## src/rtl/fmap_rd_seq_pkg.sv

```systemverilog
// Shared constants for the feature-map read sequencer: FSM state
// encodings and output-buffer sizing.
package fmap_rd_seq_pkg;

    // Sequencer states
    localparam logic [1:0] ST_IDLE     = 2'd0;
    localparam logic [1:0] ST_WAIT_PAD = 2'd1;
    localparam logic [1:0] ST_READ     = 2'd2;
    localparam logic [1:0] ST_DRAIN    = 2'd3;

    // Output buffer depth and the width of its occupancy count (0..2)
    localparam int unsigned BUF_DEPTH = 2;
    localparam int unsigned BUF_CNT_W = 2;

endpackage

```

## src/rtl/fmap_skid_buf.sv

```systemverilog
// Two-entry FIFO that holds scratch-pad words (plus their last flag)
// between the one-cycle read latency and the PE handshake. Entry 0 is
// always the head, so the head outputs only move on a pop.
module fmap_skid_buf
    import fmap_rd_seq_pkg::*;
#(
    parameter int DATA_WIDTH = 16
) (
    input  logic                  clk_i,
    input  logic                  rst_n_i,
    input  logic                  flush_i,
    input  logic                  push_i,
    input  logic [DATA_WIDTH-1:0] data_i,
    input  logic                  last_i,
    input  logic                  pop_i,
    output logic [DATA_WIDTH-1:0] data_o,
    output logic                  last_o,
    output logic                  valid_o,
    output logic [BUF_CNT_W-1:0]  count_o
);

    logic [BUF_CNT_W-1:0]  cnt_q, cnt_d;
    logic [DATA_WIDTH-1:0] data0_q, data0_d, data1_q, data1_d;
    logic                  last0_q, last0_d, last1_q, last1_d;
    logic                  pop_eff;

    // A pop is only meaningful when something is held
    assign pop_eff = pop_i && (cnt_q != '0);

    // Next-state for occupancy and entries: shift on pop, fill lowest free slot on push
    always_comb begin
        cnt_d   = cnt_q;
        data0_d = data0_q;
        data1_d = data1_q;
        last0_d = last0_q;
        last1_d = last1_q;
        if (flush_i) begin
            cnt_d = '0;
        end else begin
            case ({push_i, pop_eff})
                2'b10: begin
                    if (cnt_q == '0) begin
                        data0_d = data_i;
                        last0_d = last_i;
                    end else begin
                        data1_d = data_i;
                        last1_d = last_i;
                    end
                    cnt_d = cnt_q + BUF_CNT_W'(1);
                end
                2'b01: begin
                    data0_d = data1_q;
                    last0_d = last1_q;
                    cnt_d   = cnt_q - BUF_CNT_W'(1);
                end
                2'b11: begin
                    if (cnt_q == BUF_CNT_W'(1)) begin
                        data0_d = data_i;
                        last0_d = last_i;
                    end else begin
                        data0_d = data1_q;
                        last0_d = last1_q;
                        data1_d = data_i;
                        last1_d = last_i;
                    end
                end
                default: ;
            endcase
        end
    end

    // Occupancy is control state and is cleared by reset
    always_ff @(posedge clk_i or negedge rst_n_i) begin
        if (!rst_n_i) begin
            cnt_q <= '0;
        end else begin
            cnt_q <= cnt_d;
        end
    end

    // Payload registers carry no reset; they are masked by valid at the output
    always_ff @(posedge clk_i) begin
        data0_q <= data0_d;
        data1_q <= data1_d;
        last0_q <= last0_d;
        last1_q <= last1_d;
    end

    assign valid_o = (cnt_q != '0);
    assign data_o  = valid_o ? data0_q : '0;
    assign last_o  = valid_o && last0_q;
    assign count_o = cnt_q;

endmodule

```

## src/rtl/fmap_rd_seq.sv

```systemverilog
// Feature-map read sequencer: walks out_num windows of weight_num words
// each through the scratch pad (window bases step by stride) and streams
// the returned words to the PE over a valid/ready interface, marking the
// last word of every window.
module fmap_rd_seq
    import fmap_rd_seq_pkg::*;
#(
    parameter int DATA_WIDTH         = 16,
    parameter int ADDRESSWIDTH_F_PAD = 8,
    parameter int ADDRESSWIDTH_W_PAD = 8
) (
    input  logic                          clk,
    input  logic                          rst,
    input  logic                          start,
    input  logic                          abort,
    input  logic [ADDRESSWIDTH_F_PAD-1:0] pixel_point,
    input  logic [ADDRESSWIDTH_W_PAD-1:0] weight_num,
    input  logic [ADDRESSWIDTH_F_PAD-1:0] out_num,
    input  logic [ADDRESSWIDTH_F_PAD-1:0] stride,
    input  logic                          pad_data_ready,
    output logic [ADDRESSWIDTH_F_PAD-1:0] raddra_ifmap,
    input  logic [DATA_WIDTH-1:0]         fmap_out,
    output logic [DATA_WIDTH-1:0]         pe_data,
    output logic                          pe_valid,
    input  logic                          pe_ready,
    output logic                          pe_last,
    output logic                          busy,
    output logic                          done
);

    localparam int AW = ADDRESSWIDTH_F_PAD;
    localparam int WW = ADDRESSWIDTH_W_PAD;

    logic [1:0]    state_q, state_d;
    logic [AW-1:0] base_q, base_d;
    logic [WW-1:0] k_q, k_d;
    logic [AW-1:0] w_q, w_d;
    logic          inflight_q, inflight_d;
    logic          done_q, done_d;

    logic [WW-1:0] wn_q, wn_d;
    logic [AW-1:0] on_q, on_d;
    logic [AW-1:0] stride_q, stride_d;
    logic          inflight_last_q, inflight_last_d;

    logic [BUF_CNT_W-1:0] buf_cnt;
    logic                 buf_valid;
    logic                 pop;
    logic [2:0]           occ;
    logic                 credit_ok;
    logic                 k_last;
    logic                 w_last;
    logic                 issue;

    assign pop = buf_valid && pe_ready;

    // Occupancy after this cycle's pop: counting the departing word lets a
    // read issue every cycle in steady state while never exceeding two
    // words held or owed to the buffer.
    assign occ       = {1'b0, buf_cnt} + {2'b00, inflight_q} - {2'b00, pop};
    assign credit_ok = (occ < 3'd2);

    assign k_last = (k_q == wn_q - WW'(1));
    assign w_last = (w_q == on_q - AW'(1));
    assign issue  = (state_q == ST_READ) && pad_data_ready && credit_ok && !abort;

    // Window base already holds pixel_point + w*stride, so only k is added
    assign raddra_ifmap = base_q + AW'(k_q);

    // Sequencer next-state: parameter latch, counter walk, drain and abort
    always_comb begin
        state_d         = state_q;
        base_d          = base_q;
        k_d             = k_q;
        w_d             = w_q;
        wn_d            = wn_q;
        on_d            = on_q;
        stride_d        = stride_q;
        inflight_d      = issue;
        inflight_last_d = k_last;
        done_d          = 1'b0;
        if (abort) begin
            state_d    = ST_IDLE;
            inflight_d = 1'b0;
        end else begin
            case (state_q)
                ST_IDLE: begin
                    if (start) begin
                        wn_d     = weight_num;
                        on_d     = out_num;
                        stride_d = stride;
                        base_d   = pixel_point;
                        k_d      = '0;
                        w_d      = '0;
                        if ((weight_num == '0) || (out_num == '0)) begin
                            done_d = 1'b1;
                        end else begin
                            state_d = ST_WAIT_PAD;
                        end
                    end
                end
                ST_WAIT_PAD: begin
                    if (pad_data_ready) begin
                        state_d = ST_READ;
                    end
                end
                ST_READ: begin
                    if (issue) begin
                        if (k_last) begin
                            k_d    = '0;
                            w_d    = w_q + AW'(1);
                            base_d = base_q + stride_q;
                            if (w_last) begin
                                state_d = ST_DRAIN;
                            end
                        end else begin
                            k_d = k_q + WW'(1);
                        end
                    end
                end
                ST_DRAIN: begin
                    if ((buf_cnt == '0) && !inflight_q) begin
                        state_d = ST_IDLE;
                        done_d  = 1'b1;
                    end
                end
                default: state_d = ST_IDLE;
            endcase
        end
    end

    // Control state with asynchronous active-low reset
    always_ff @(posedge clk or negedge rst) begin
        if (!rst) begin
            state_q    <= ST_IDLE;
            base_q     <= '0;
            k_q        <= '0;
            w_q        <= '0;
            inflight_q <= 1'b0;
            done_q     <= 1'b0;
        end else begin
            state_q    <= state_d;
            base_q     <= base_d;
            k_q        <= k_d;
            w_q        <= w_d;
            inflight_q <= inflight_d;
            done_q     <= done_d;
        end
    end

    // Latched parameters and the in-flight last tag need no reset
    always_ff @(posedge clk) begin
        wn_q            <= wn_d;
        on_q            <= on_d;
        stride_q        <= stride_d;
        inflight_last_q <= inflight_last_d;
    end

    fmap_skid_buf #(
        .DATA_WIDTH (DATA_WIDTH)
    ) u_buf (
        .clk_i   (clk),
        .rst_n_i (rst),
        .flush_i (abort),
        .push_i  (inflight_q),
        .data_i  (fmap_out),
        .last_i  (inflight_last_q),
        .pop_i   (pop),
        .data_o  (pe_data),
        .last_o  (pe_last),
        .valid_o (buf_valid),
        .count_o (buf_cnt)
    );

    assign pe_valid = buf_valid;
    assign busy     = (state_q != ST_IDLE);
    assign done     = done_q;

endmodule

```

## config.mk

```make
export PLATFORM = sky130hd
export DESIGN_NAME = fmap_rd_seq
export DESIGN_NICKNAME = d
export VERILOG_FILES = /design/src/rtl/fmap_rd_seq_pkg.sv /design/src/rtl/fmap_skid_buf.sv /design/src/rtl/fmap_rd_seq.sv
export SDC_FILE = /design/constraint.sdc
export NUM_CORES = 1
export LEC_CHECK = 0
export CAP_MARGIN = 10
export CORE_MARGIN = 2
export CORE_UTILIZATION = 55
export CTS_CLUSTER_SIZE = 24
export DETAILED_ROUTE_END_ITERATION = 12
export PLACE_DENSITY = 0.89
export SYNTH_ARGS = -nofsm -noshare
export SYNTH_HDL_FRONTEND = slang
export SYNTH_SLANG_ARGS = --single-unit
```

## constraint.sdc

```tcl
create_clock -name clk -period 9 [get_ports clk]
set_input_delay 1.8 -clock clk [delete_from_list [all_inputs] [get_ports clk]]
set_output_delay 1.8 -clock clk [all_outputs]
set_load 0.01 [all_outputs]
```

==> results_slide.txt, run 1 <==
Flow Results at a Glance

Global routing
  • Total congestion overflow: 0
  • Initial antenna violation count: 0
  • Gr usage total: 0.236
  • Largest net degree at the start of global routing: 31
  • First-pass GRT wire length: 18,300 µm

Worst hold path
  • Min-delay src: inflight_last_q
  • HP Class: reg2reg

Synthesis
  • Biggest area cells: edfxtp_1, dfrtp_1, ha_1
  • Most used DFF post-synth: edfxtp_1
  • Comb area leader: simple AND/OR/NAND/NOR gates
  • Seq/Total Area, Yosys: 0.516
  • Simple-Gate Area Share: 0.138
  • Cell taking the most area after synthesis: edfxtp_1
  • XOR/XNOR Area Share: 0.0629
  • Syn avg cell area: 11.3 µm²
  • Seq cells post-synth: 89
  • Post-synth EDFFs: 58
  • Largest type area fraction: 0.357
  • MUX share of area: 0.0706
  • Chip area in the Yosys report: 0.00487 mm²
  • Synth Net Count: 512

CTS
  • CTS root buf: clkbuf_8
  • Longest Clk Path Bufs: 2
  • Cts bufs inserted: 9
  • Latency at later pin: 0.37 ns
  • Clock Sink Count: 89
  • CTS Hold Bufs: 0
  • Post_cts resized: 0

Placed design
  • DPL Wire Length: just under 8000 µm
  • IO Port Bufs: about 81
  • Pre-CTS setup slack: about 3.1 ns
  • Placed Area: 0.00580 mm²
  • RD Place Congestion: 0.810

Setup path
  • Most used cell, CP: nand4_1
  • Worst Path Buf+Inv: 1
  • Largest delay contributor family on the critical path: simple AND/OR/NAND/NOR gates
  • Startpoint Class: input pin
  • Worst-path fanout max: 8
  • Reg-to-Reg Start: u_buf.count_o[1]
  • Crit-path cells: clkdlybuf4s50_1, nor2b_1, ha_1, nand2b_1, fa_1, xnor2_1, nand4_1, a221oi_1, nand4_1, or4_1, a21oi_1
  • Req. time, crit path: ~9.3 ns

STA
  • Hold slack final: 0.452 ns
  • Slew headroom: 0.321
  • Number of setup violations in the final report: 0
  • Unrepaired setup endpoints after global routing: no
  • Final slew viol count: 0
  • Final worst slack: 3.45 ns

Detailed routing
  • Violation count after the first detailed-route iteration: slightly above 300
  • Antenna Nets Post-Route: 0
  • Vias/cell: 5.82
  • DR pass1 iterations: 4
  • DRC viols: 0

Final layout
  • Ant diodes: 0
  • P&R area growth vs syn: 23.1%
  • Share of cells above drive strength 1: 0.100
  • Gate Area: 0.00221 mm²
  • Top cells excl fill/tap: clkdlybuf4s50_1, edfxtp_1, dfrtp_1, inv_1, mux2_2
  • Final nets: approximately 600
  • Filler cells: 619

Run status
  • Status: finished clean

Pwr
  • Cell Int Power: 936 µW
  • Register share of total power: 0.371
  • Power density cells: approximately 250 mW/mm²
  • Clock share of power: 0.182
  • Pleak: ~2.3 nW
  • Switching share of power: 0.376
  • VDD IR max: 135 µV
  • Combinational share of power: 0.447

Floorplanning
  • Die y size: roughly 100 µm
  • Core area: 0.00864 mm²

Job
  • Total tool warning count: 30
## run 1: routing by layer
layer | track usage | part of all wire
met3 | 0.0523 | 0.049
met5 | 0 | 0
met1 | 0.299 | 0.42
met2 | 0.406 | 0.52
met4 | 0.0780 | 0.017
## run 1: area by class of cell
cell class              instances  share of cell area
flip-flops and latches         89               0.419
multi-input cells             300               0.368
repair buffers                 85               0.140
well taps                     108              0.0225
clock buffers                   9              0.0207
inverters                      29              0.0182
clock inverters                 7              0.0117
## run 1: cells by family after synthesis
| group | count (synthesis) |
|---|---|
| buffers and inverters | 41 |
| XOR/XNOR | 35 |
| AND-OR/OR-AND | 80 |
| adder cells (fa/ha/maj) | 28 |
| flip-flops | 89 |
| AND/OR/NAND/NOR | 126 |
| multiplexers | 31 |
## run 1: power groups by stage
stage          Clock [mW]  Combinational (mW)  Sequential [mW]
6_report            0.274               0.671            0.557
5_1_grt             0.291               0.733            0.562
4_1_cts             0.276               0.672            0.555
3_5_place_dp            0               0.663            0.563
3_3_place_gp            0               0.635            0.560
2_1_floorplan           0               0.434            0.546
## run 1: sequential cells by signal (all words and copies together) (netlist names), 2 cells and up
register	flops
wn_q	8
u_buf.count_o	2
u_buf.data0_q	16
stride_q	8
base_q	8
w_q	8
u_buf.data1_q	16
state_q	2
k_q	8
on_q	8
## run 1: cell usage after synthesis, drive strengths merged, types with 5 or more instances
| master | count |
|---|---|
| ha | 25 |
| o22ai | 5 |
| nor2b | 22 |
| nand2 | 20 |
| o21ai | 23 |
| inv | 29 |
| nor2 | 27 |
| clkbuf | 11 |
| nor4 | 6 |
| xor2 | 13 |
| dfrtp | 30 |
| nor3 | 8 |
| a21oi | 24 |
| xnor2 | 22 |
| nand2b | 8 |
| mux2 | 27 |
| nand4 | 8 |
| edfxtp | 58 |
| nand3 | 9 |
## run 1: metrics by stage
stage / std cells / util
floorplan: 430 / -
global placement: 611 / 0.672
detailed placement: 611 / 0.672
CTS: 627 / 0.694
global route: 627 / 0.694
finish: 627 / 0.694
## run 1: final timing paths
path                                       to  slack (ns)  depth (start not counted)
max in group asynchronous              k_q[2]        6.88                          2
worst max register to register         w_q[5]        4.20                         12
worst min register to register  u_buf.last1_q        0.45                          0
min in group asynchronous           base_q[2]        1.81                          2
worst min-delay path            u_buf.last1_q        0.45                          0
worst max-delay path                   w_q[5]        3.45                         11
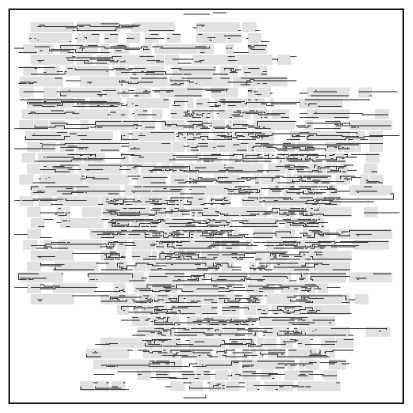
(run_1/layer_met1.png)
Drawn at 4 px/µm. Cells faint in the background.
The wires run mostly horizontal. The layer carries 4,630 µm of wire. 544 nets have wire on it. The layer holds 42% of the routed length. The longest straight run is 28.1 µm.
routing usage on met1: 0.299
WL final: 11,100 µm
vias post-DR: 3,647

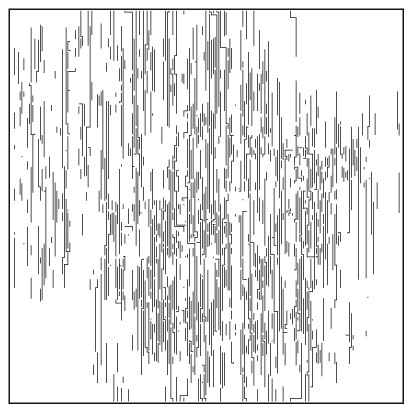
(run_1/layer_met2.png)
Drawn at 4 px/µm.
The layer holds 52% of the routed length. 525 nets have wire on it. The wires run mostly vertical.
met2 Resource Use GR: 0.406

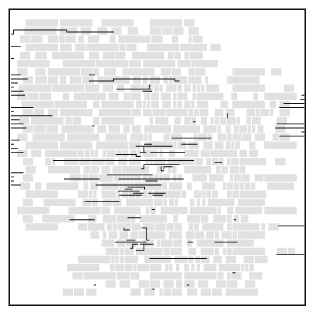
(run_1/layer_met3.png)
Drawn at 3 px/µm. Cells faint in the background.
The longest straight run is 46.7 µm. The layer holds 4.9% of the routed length. 67 nets have wire on it.
M3 GR Usage: 0.0523

==> run 1 -> run 2 <==
Settings changed: CORE_UTILIZATION 55 to 54, PLACE_DENSITY 0.89 to 0.88.
Clock period 9 ns to 5.3 ns, I/O delays scaled along.
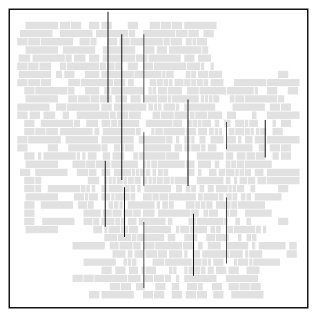
(run_2/layer_met4.png)
Drawn at 3 px/µm. Cells faint in the background.
12 nets have wire on it. The wires run mostly vertical.
WL final: 11,100 µm
vias post-DR: 3,750

==> results_slide.txt, run 2 <==
Flow Results at a Glance

CTS
  • Longest Clk Path Bufs: 2 (unchanged)
  • Clock Sink Count: 89 (unchanged)
  • Cts bufs inserted: 9 (unchanged)
  • Latency at later pin: 0.37 ns (about the same)
  • CTS root buf: clkbuf_8

Detailed routing
  • Antenna Nets Post-Route: 0 (unchanged)
  • DR pass1 iterations: 5 (+1)
  • Violation count after the first detailed-route iteration: 335 (+7.7%)
  • DRC viols: 0 (unchanged)

STA
  • Unrepaired setup endpoints after global routing: no
  • Number of setup violations in the final report: 0 (unchanged)
  • Final slew viol count: 0 (unchanged)
  • Final worst slack: 1.10 ns (-2.36 ns)

Pwr
  • Combinational share of power: 0.450 (+0.003)
  • Clock share of power: 0.186 (+0.004)
  • VDD IR max: 234 µV (+73%)
  • Power density cells: 429 mW/mm² (+71%)
  • Switching share of power: 0.378 (+0.00185)

Synthesis
  • Seq cells post-synth: 89 (unchanged)
  • Synth Net Count: 512 (unchanged)
  • Seq/Total Area, Yosys: 0.516 (unchanged)
  • Largest type area fraction: 0.357 (unchanged)
  • Commonest cells post-synth: edfxtp_1, dfrtp_1, inv_1
  • Biggest area cells: edfxtp_1, dfrtp_1, ha_1
  • Cell taking the most area after synthesis: edfxtp_1
  • Most used DFF post-synth: edfxtp_1
  • Cell with the most instances after synthesis: edfxtp_1

Final layout
  • Final nets: 598 (+0.34%)
  • Ant diodes: 0 (unchanged)
  • P&R area growth vs syn: 23.5%
  • Biggest regs: u_buf.data0_q: 16 flops, u_buf.data1_q: 16 flops
  • Share of cells above drive strength 1: 0.104 (+0.00345)

Global routing
  • Total congestion overflow: 0 (unchanged)
  • First-pass GRT wire length: 18,300 µm (-0.19%)
  • Largest net degree at the start of global routing: 31 (unchanged)

Run status
  • Status: finished clean

Placed design
  • Placed cell count: 613 (+0.33%)
  • DPL Wire Length: 8150 µm (+3.9%)
  • IO Port Bufs: 81 (unchanged)

Setup path
  • Worst-path fanout max: 8 (unchanged)
  • Req. time, crit path: 5.59 ns (-3.69 ns)
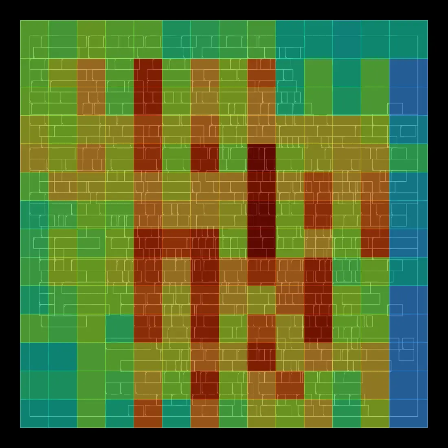
(run_2/congestion.png)
routing usage on met1: 0.304
gr usage total: 0.235
met2 Resource Use GR: 0.393
WL per Instance: 17.6 µm

run 2: cell counts after synthesis:
Identical to the previous run, type by type.
run 2: power by group through the flow:
stage	combinational (mW)	clock, mW	sequential (mW)
floorplan	0.737	0	0.927
global placement	1.09	0	0.949
detailed placement	1.15	0	0.953
CTS	1.16	0.482	0.939
global route	1.27	0.512	0.952
finish	1.16	0.479	0.940
run 2: area by class of cell:
class | count | area (µm²) | area share
clock buffers | 9 | 124 | 0.0206
inverters | 29 | 109 | 0.0181
multi-input cells | 300 | 2210 | 0.367
well taps | 108 | 135 | 0.0225
flip-flops and latches | 89 | 2510 | 0.417
clock inverters | 7 | 76.3 | 0.0127
repair buffers | 87 | 856 | 0.142
run 2: worst max-delay path, cell delays in order:
cell,delay [ns]
clkdlybuf4s50_1,0.48
nor2b_1,0.36
ha_1,0.31
nand2b_1,0.15
fa_1,0.39
xnor2_1,0.15
nand4_1,0.19
a221oi_1,0.31
buf_4,0.20
nand4_1,0.19
or4_1,0.53
a21oi_1,0.16
run 2: metrics by stage:
step / utilization / instance area [µm²] / power [mW] / hold WS (ns)
6_report: 0.690 / 6020 / 2.58 / 0.462
5_1_grt: 0.690 / 6020 / 2.74 / 0.480
4_1_cts: 0.690 / 6020 / 2.58 / 0.453
3_5_place_dp: 0.667 / 5820 / 2.10 / 0.424
3_3_place_gp: 0.667 / 5820 / 2.04 / 0.416
2_1_floorplan: - / 4870 / 1.66 / 0.403
run 2: cell families (layout without fill, tap and decap cells):
| family | Yosys count | after routing | share of synthesized area |
|---|---|---|---|
| xor+xnor | 35 | 35 | 0.0629 |
| flops | 89 | 89 | 0.516 |
| mux | 31 | 31 | 0.0706 |
| simple gates | 126 | 126 | 0.138 |
| buf+inv | 41 | 132 | 0.0323 |
| fa+ha+maj | 28 | 28 | 0.0765 |
| compound gates | 80 | 80 | 0.104 |
run 2: layer usage:
metal | track usage | up-vias | wire length, µm | share of wire
li1 | - | 1744 | - | -
met1 | 0.304 | 1818 | 4480 | 0.40
met2 | 0.393 | 163 | 5630 | 0.51
met3 | 0.0496 | 25 | 715 | 0.064
met4 | 0.0832 | 0 | 269 | 0.024
met5 | 0 | - | 0 | 0
run 2: worst paths after layout:
| kind | startpoint | to | slack, ns | depth (start not counted) |
|---|---|---|---|---|
| max | pe_ready | w_q[5] | 1.10 | 12 |
| min | inflight_last_q | u_buf.last1_q | 0.46 | 0 |
| max reg2reg | u_buf.count_o[1] | w_q[5] | 1.15 | 13 |
| min reg2reg | inflight_last_q | u_buf.last1_q | 0.46 | 0 |
| max in group asynchronous | rst | k_q[5] | 3.91 | 2 |
| min in group asynchronous | rst | base_q[0] | 1.08 | 2 |
==> run 2 -> run 3 <==
Settings changed: CORE_UTILIZATION 54 to 48, PLACE_DENSITY 0.88 to 0.83.
Clock period 5.3 ns to 3.5 ns, I/O delays scaled along.
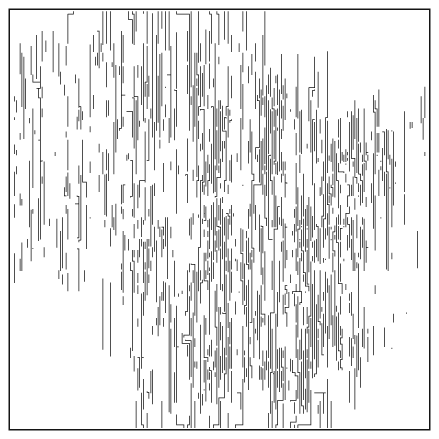
(run_3/layer_met2.png)
Drawn at 4 px/µm.
The longest straight run is 35.4 µm. The layer holds 52% of the routed length. 558 nets have wire on it. The layer carries 5,790 µm of wire.
vias post-DR: 3,699
WL final: 11,200 µm
met2 Resource Use GR: 0.374

==> results_slide.txt, run 3 <==
Flow Results at a Glance

CTS
  • CTS root buf: clkbuf_8
  • Latency at later pin: 0.38 ns (about the same)
  • Cts bufs inserted: 9 (unchanged)
  • Clock Sink Count: 89 (unchanged)

Pwr
  • Clock share of power: 0.187 (about the same)
  • Switching share of power: 0.363 (-0.0149)
  • VDD IR max: 392 µV (+67%)
  • Power density cells: 649 mW/mm² (+51%)

Final layout
  • Ant diodes: 0 (unchanged)
  • P&R area growth vs syn: 28.8%
  • Final nets: 619 (+3.5%)
  • Share of cells above drive strength 1: 0.162 (+0.0587)
  • Biggest regs: u_buf.data0_q: 16 flops, u_buf.data1_q: 16 flops
  • Post-layout util: 0.639 (-0.0507)

Detailed routing
  • DR pass1 iterations: 5 (unchanged)
  • Vias/cell: 5.48
  • Antenna Nets Post-Route: 0 (unchanged)
  • WL per Instance: 16.6 µm (-5.9%)
  • DRC viols: 0 (unchanged)

Synthesis
  • Largest type area fraction: 0.357 (unchanged)
  • Seq/Total Area, Yosys: 0.516 (unchanged)
  • Cell taking the most area after synthesis: edfxtp_1
  • Commonest cells post-synth: edfxtp_1, dfrtp_1, inv_1
  • Synth Net Count: 512 (unchanged)
  • Biggest area cells: edfxtp_1, dfrtp_1, ha_1
  • Seq cells post-synth: 89 (unchanged)
  • Most used DFF post-synth: edfxtp_1
  • Cell with the most instances after synthesis: edfxtp_1

Placed design
  • IO Port Bufs: 81 (unchanged)
  • DPL Wire Length: 8270 µm (+1.5%)

Setup path
  • Req. time, crit path: 2.80 ns (-2.79 ns)
  • Crit-path cells: ha_1, a21o_1, a21oi_2, o21bai_1, a21oi_2, o21ai_0, xnor2_1, clkdlybuf4s50_1
  • Slowest CP cell: clkdlybuf4s50_1
  • Crit-path max cell delay: 0.56 ns (+0.03 ns)
  • Worst-path fanout max: 3 (-5)

Global routing
  • Total congestion overflow: 0 (unchanged)
  • Gr usage total: 0.214 (-0.0209)
  • Largest net degree at the start of global routing: 31 (unchanged)
  • First-pass GRT wire length: 18,600 µm (+1.7%)

Run status
  • Status: finished clean

STA
  • Final Hold Viols: 0
  • Final slew viol count: 0 (unchanged)
  • Worst slew pin tran: around 0.73 ns
  • Number of setup violations in the final report: 0 (unchanged)
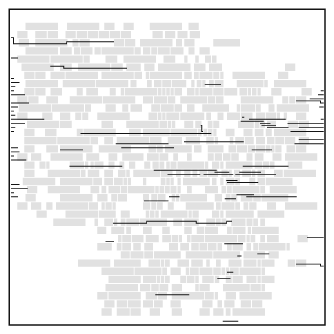
(run_3/layer_met3.png)
Drawn at 3 px/µm. Cells faint in the background.
The wires run mostly horizontal. The layer carries 580 µm of wire. The longest straight run is 43.2 µm.
M3 GR Usage: 0.0605

## run 3: cell counts after synthesis
Identical to the previous run, type by type.
## run 3: cell families after synthesis
logic type      Yosys count  share of synthesized area
simple gates            126                      0.138
flops                    89                      0.516
compound gates           80                      0.104
buf+inv                  41                     0.0323
xor+xnor                 35                     0.0629
mux                      31                     0.0706
fa+ha+maj                28                     0.0765
## run 3: final timing paths
path                                        from         endpoint  slack, ns
worst max-delay path                   base_q[1]  raddra_ifmap[7]       0.16
worst min-delay path             inflight_last_q    u_buf.last1_q       0.44
worst max register to register  u_buf.count_o[1]           w_q[5]       0.18
worst min register to register   inflight_last_q    u_buf.last1_q       0.44
max in group asynchronous                    rst           k_q[0]       2.47
min in group asynchronous                    rst           w_q[6]       0.71
## run 3: area by class of cell
| class | count | area, µm² |
|---|---|---|
| Tap cell | 133 | 166 |
| Multi-Input combinational cell | 300 | 2260 |
| Clock inverter | 7 | 82.6 |
| Inverter | 29 | 109 |
| Sequential cell | 89 | 2510 |
| Fill cell | 785 | 3540 |
| Timing Repair Buffer | 108 | 1020 |
| Clock buffer | 9 | 124 |
## run 3: critical path: cells and delay by family, from the launching register on
kind	cells	cell delay [ns]
AOI/OAI and AO/OA	5	0.81
buffers and inverters	1	0.56
DFF	1	0.41
adders and majority gates	1	0.30
xor gates and xnor gates	1	0.18
## run 3: what timing repair did
item	4_1_cts	5_1_grt
buffers inserted	1	6
pin swaps	0	6
endpoints found under the setup margin	4	10
hold endpoints to repair	0	0
gates resized	4	11
gates cloned	0	0
## run 3: per-stage QoR
stage	setup TNS [ns]	total power, mW	hold slack [ns]	setup slack [ns]	std cells
finish	0	4.07	0.443	0.161	675
global route	0	4.32	0.474	0.0248	675
CTS	-0.0472	4.05	0.448	-0.0472	669
detailed placement	-3.41	3.27	0.422	-0.452	652
global placement	-1.58	3.18	0.416	-0.211	652
floorplan	0	2.53	0.403	0.0230	430
## run 3: power groups by stage
| stage | clock, mW | sequential (mW) | combinational [mW] |
|---|---|---|---|
| 3_3_place_gp | 0 | 1.44 | 1.74 |
| 3_5_place_dp | 0 | 1.44 | 1.83 |
| 5_1_grt | 0.812 | 1.43 | 2.08 |
| 2_1_floorplan | 0 | 1.40 | 1.12 |
| 4_1_cts | 0.778 | 1.41 | 1.86 |
| 6_report | 0.760 | 1.41 | 1.90 |
## run 3: metal layers
metal / global-route usage / part of all wire / vias up / wire (µm)
li1: - / - / 1773 / -
met1: 0.254 / 0.42 / 1803 / 4690
met2: 0.374 / 0.52 / 108 / 5790
met3: 0.0605 / 0.052 / 15 / 580
met4: 0.0676 / 0.012 / 0 / 136
met5: 0 / 0 / - / 0
Power and IR drop assume default switching activity.
